===== src/rtl/abc_stim_pkg.sv =====
// abc_stim_checker shared types: step layout, FSM states, defaults.
// Optional build macro: FIRST_FAIL_EN (first-mismatch capture ports).
package abc_stim_pkg;

    localparam int DEPTH_DEF  = 8;
    localparam int HOLD_W_DEF = 4;

    typedef enum logic [1:0] {
        S_IDLE,
        S_DRIVE,
        S_DONE
    } state_e;

    typedef struct packed {
        logic [2:0]            abc;
        logic                  expz;
        logic [HOLD_W_DEF-1:0] hold;
    } step_t;

endpackage


===== src/rtl/abc_step_table.sv =====
// Step table: DEPTH words, synchronous write, combinational read,
// asynchronous clear to zero.
module abc_step_table
    import abc_stim_pkg::*;
#(
    parameter int DEPTH = DEPTH_DEF,
    parameter int W     = $bits(step_t)
) (
    input  logic                     i_clk,
    input  logic                     i_rst_n,
    input  logic                     i_we,
    input  logic [$clog2(DEPTH)-1:0] i_waddr,
    input  logic [W-1:0]             i_wdata,
    input  logic [$clog2(DEPTH)-1:0] i_raddr,
    output logic [W-1:0]             o_rdata
);

    logic [W-1:0] r_mem [DEPTH];

    // Table storage: whole array cleared by reset, one word per write.
    always_ff @(posedge i_clk or negedge i_rst_n) begin
        if (!i_rst_n) begin
            for (int i = 0; i < DEPTH; i++) begin
                r_mem[i] <= '0;
            end
        end else if (i_we) begin
            r_mem[i_waddr] <= i_wdata;
        end
    end

    assign o_rdata = r_mem[i_raddr];

endmodule


===== config.mk =====
export PLATFORM = sky130hd
export DESIGN_NAME = abc_step_table
export DESIGN_NICKNAME = d
export VERILOG_FILES = /design/src/rtl/abc_stim_pkg.sv /design/src/rtl/abc_step_table.sv
export SDC_FILE = /design/constraint.sdc
export NUM_CORES = 1
export LEC_CHECK = 0
export ABC_AREA = 1
export CORE_MARGIN = 10
export CORE_UTILIZATION = 50
export CTS_BUF_LIST = sky130_fd_sc_hd__clkbuf_8 sky130_fd_sc_hd__clkbuf_16
export CTS_CLUSTER_DIAMETER = 80
export DETAILED_ROUTE_END_ITERATION = 8
export PLACE_DENSITY = 0.8
export RECOVER_POWER = 25
export SLEW_MARGIN = 0
export SYNTH_ARGS = -nofsm -noshare
export SYNTH_HDL_FRONTEND = slang
export SYNTH_SLANG_ARGS = --single-unit

===== constraint.sdc =====
create_clock -name i_clk -period 2.48 [get_ports i_clk]
set_input_delay 0.372 -clock i_clk [delete_from_list [all_inputs] [get_ports i_clk]]
set_output_delay 0.372 -clock i_clk [all_outputs]
set_load 0.01 [all_outputs]

==> images/clock_wires.png <==
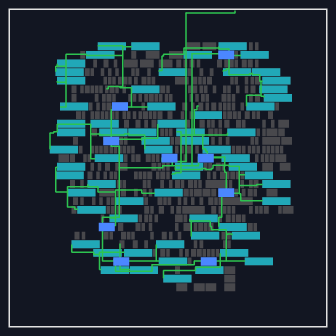
[clock wires] green | length: 820 um
[flip-flops] cyan | count: 64
[clock-net drivers] blue | count: 9
routed clock nets: 10

==> images/congestion_map.png <==
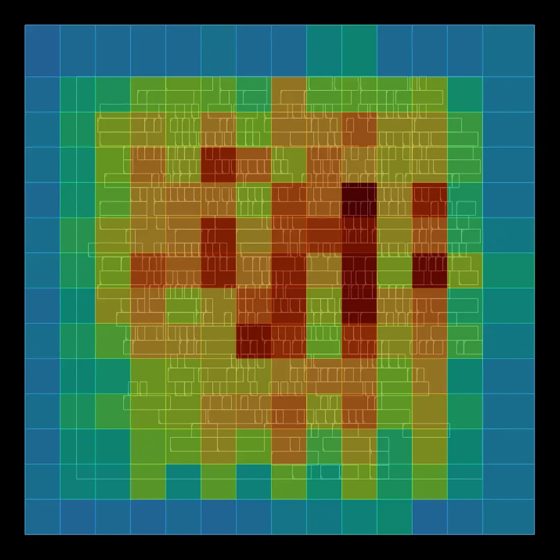
grt met3 use: 3.159%
met1 GRT Util: 21.67%
Final Core Density: 58.84%
GR Layer Usage met2: 26.13%
wire length per cell: 14.62 um

==> images/sizing.png <==
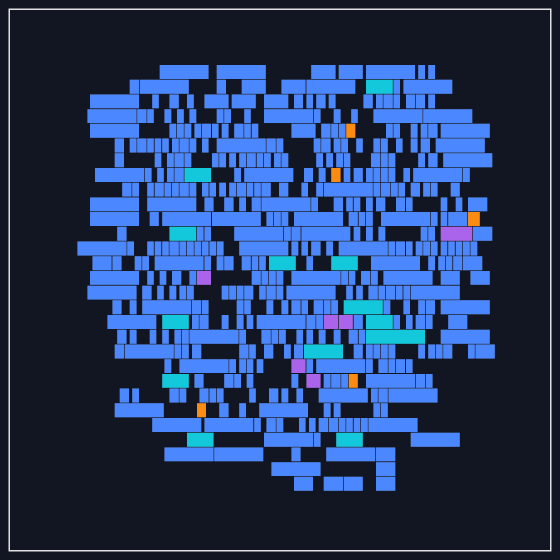
[x3 and x4] purple | cells: 6
[x6 and larger] cyan | cells: 13
[x2] orange | cells: 5
[x1 and smaller] blue | cells: 443
Area growth syn-to-layout: 15.81%
non-clock buffer count: 32
design area: 0.003694 mm2

==> images/m3.png <==
Cells faint in the background.
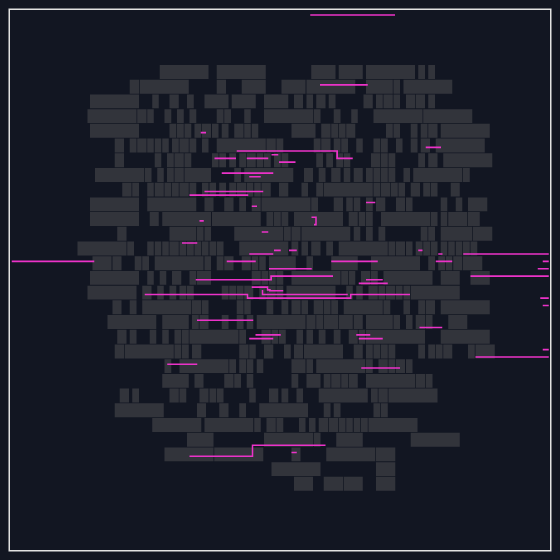
share of all routed wire: 4.6%
longest straight run: 19.1 um
nets with wire on the layer: 34
wire length on this layer: 369 um
main direction: horizontal
Total Wirelength: 7.955 mm
via count: 2781

==> results.txt <==
yosys + openroad results -> Core ar. 0.006277 mm2, Final Net Count 480, reg2reg end r_mem[17]$_DFFE_PN0P_, setup TNS 0 ns, aoi/oai-family share of the synthesized area between 10 and 15%, # rows 29, Ys Warns 0, hold crit path type input port to asynchronous set/reset pin, # DRC 0, Worst path depth 9, Reg2Reg Depth 2, largest net degree at the start of global routing roughly 43, top flop regs r_mem: 64 flops, family with the most delay on the worst path buffers and inverters, Mapped Cells ~440, Worst Path Max Fanout 32, outcome complete, no violations, maximum vdd drop a little under 0.0005 V, YS chip area 0.003189 mm2, clk_skew 0 ns, Largest Register r_mem, Nets at Floorplan 456, Adder Area Share 0%, die width 99.87 um, CTS max path bufs 2, post-synthesis simple-gate area fraction 26.83%, CP max stage cell clkdlybuf4s50_1, chip area around 0.01 mm2, Top cell by count, worst path nand2_1, share of cells above drive strength 1 around 5%, hpwl dp 5.279 mm, antenna fix cells 0, startpoint types input port, vias per inst between 5 and 6, Worst R2R Start r_mem[17]$_DFFE_PN0P_, Seq/Total Area, Yosys 50.22%, TritonCTS clock tree done
## worst register-to-register path, stage by stage, from the launching register on
cell,delay [ns]
dfrtp_1,0.38
nand2_1,0.08
o21ai_0,0.14
## cells in the final DEF (no fill, tap or decap), drive strengths merged
| cell | count |
|---|---|
| clkdlybuf4s50 | 15 |
| nand2 | 175 |
| nor3 | 1 |
| bufinv | 1 |
| clkbuf | 12 |
| dfrtp | 64 |
| clkinv | 3 |
| dlymetal6s2s | 8 |
| o21ai | 64 |
| buf | 7 |
| nor2 | 4 |
| nand3 | 33 |
| inv | 80 |
## per-stage QoR
step	instances	instance area, um2	hold WS, ns	util (%)	total power [mW]
after global placement	529	3503	0.3817	55.81	1.895
after detailed placement	529	3503	0.3880	55.81	1.920
final	544	3694	0.2797	58.84	2.765
after floorplan	439	3189	0.07641	-	1.704
after CTS	544	3690	0.01630	58.78	2.793
after global routing	544	3694	0.3590	58.84	2.936
## metal layers
metal / share of wire [%] / wire (um)
met1: 45 / 3610
met2: 47 / 3759
met3: 4.6 / 369
met4: 2.7 / 216
met5: 0 / 0
## logic make-up after synthesis
kind of cell | Yosys count
compound gates | 64
buf+inv | 98
flops | 64
simple gates | 213
## Yosys cell counts
master / n
buf_1: 2
buf_2: 8
buf_4: 1
buf_6: 4
clkbuf_1: 4
dfrtp_1: 64
inv_1: 79
nand2_1: 175
nand3_1: 33
nor2_1: 3
nor2_2: 1
nor3_4: 1
o21ai_0: 64
## power breakdown
group          internal (mW)  switching [mW]  total, mW
Combinational          0.225           0.331      0.556
Sequential              1.24           0.101       1.34
Clock                  0.477           0.388      0.865
## cell type report
cell class,instances,area [um2]
clock buffers,10,137.6
clock inverters,5,48.80
fillers,576,2584
inverters,79,296.5
multi-input cells,277,1176
flip-flops and latches,64,1602
well taps,77,96.34
repair buffers,32,336.6
## worst max-delay path by stage
stage / from / end
finish: i_raddr[0] / o_rdata[0]
global route: i_rst_n / r_mem[39]$_DFFE_PN0P_
CTS: i_raddr[0] / o_rdata[0]
detailed placement: i_raddr[0] / o_rdata[3]
global placement: i_raddr[0] / o_rdata[3]
floorplan: i_raddr[1] / o_rdata[1]
## repair_timing
item,CTS,global route
endpoints found under the hold margin,0,0
setup endpoints to repair,0,8
resized,0,8
Power is estimated from default activity; no workload was simulated.
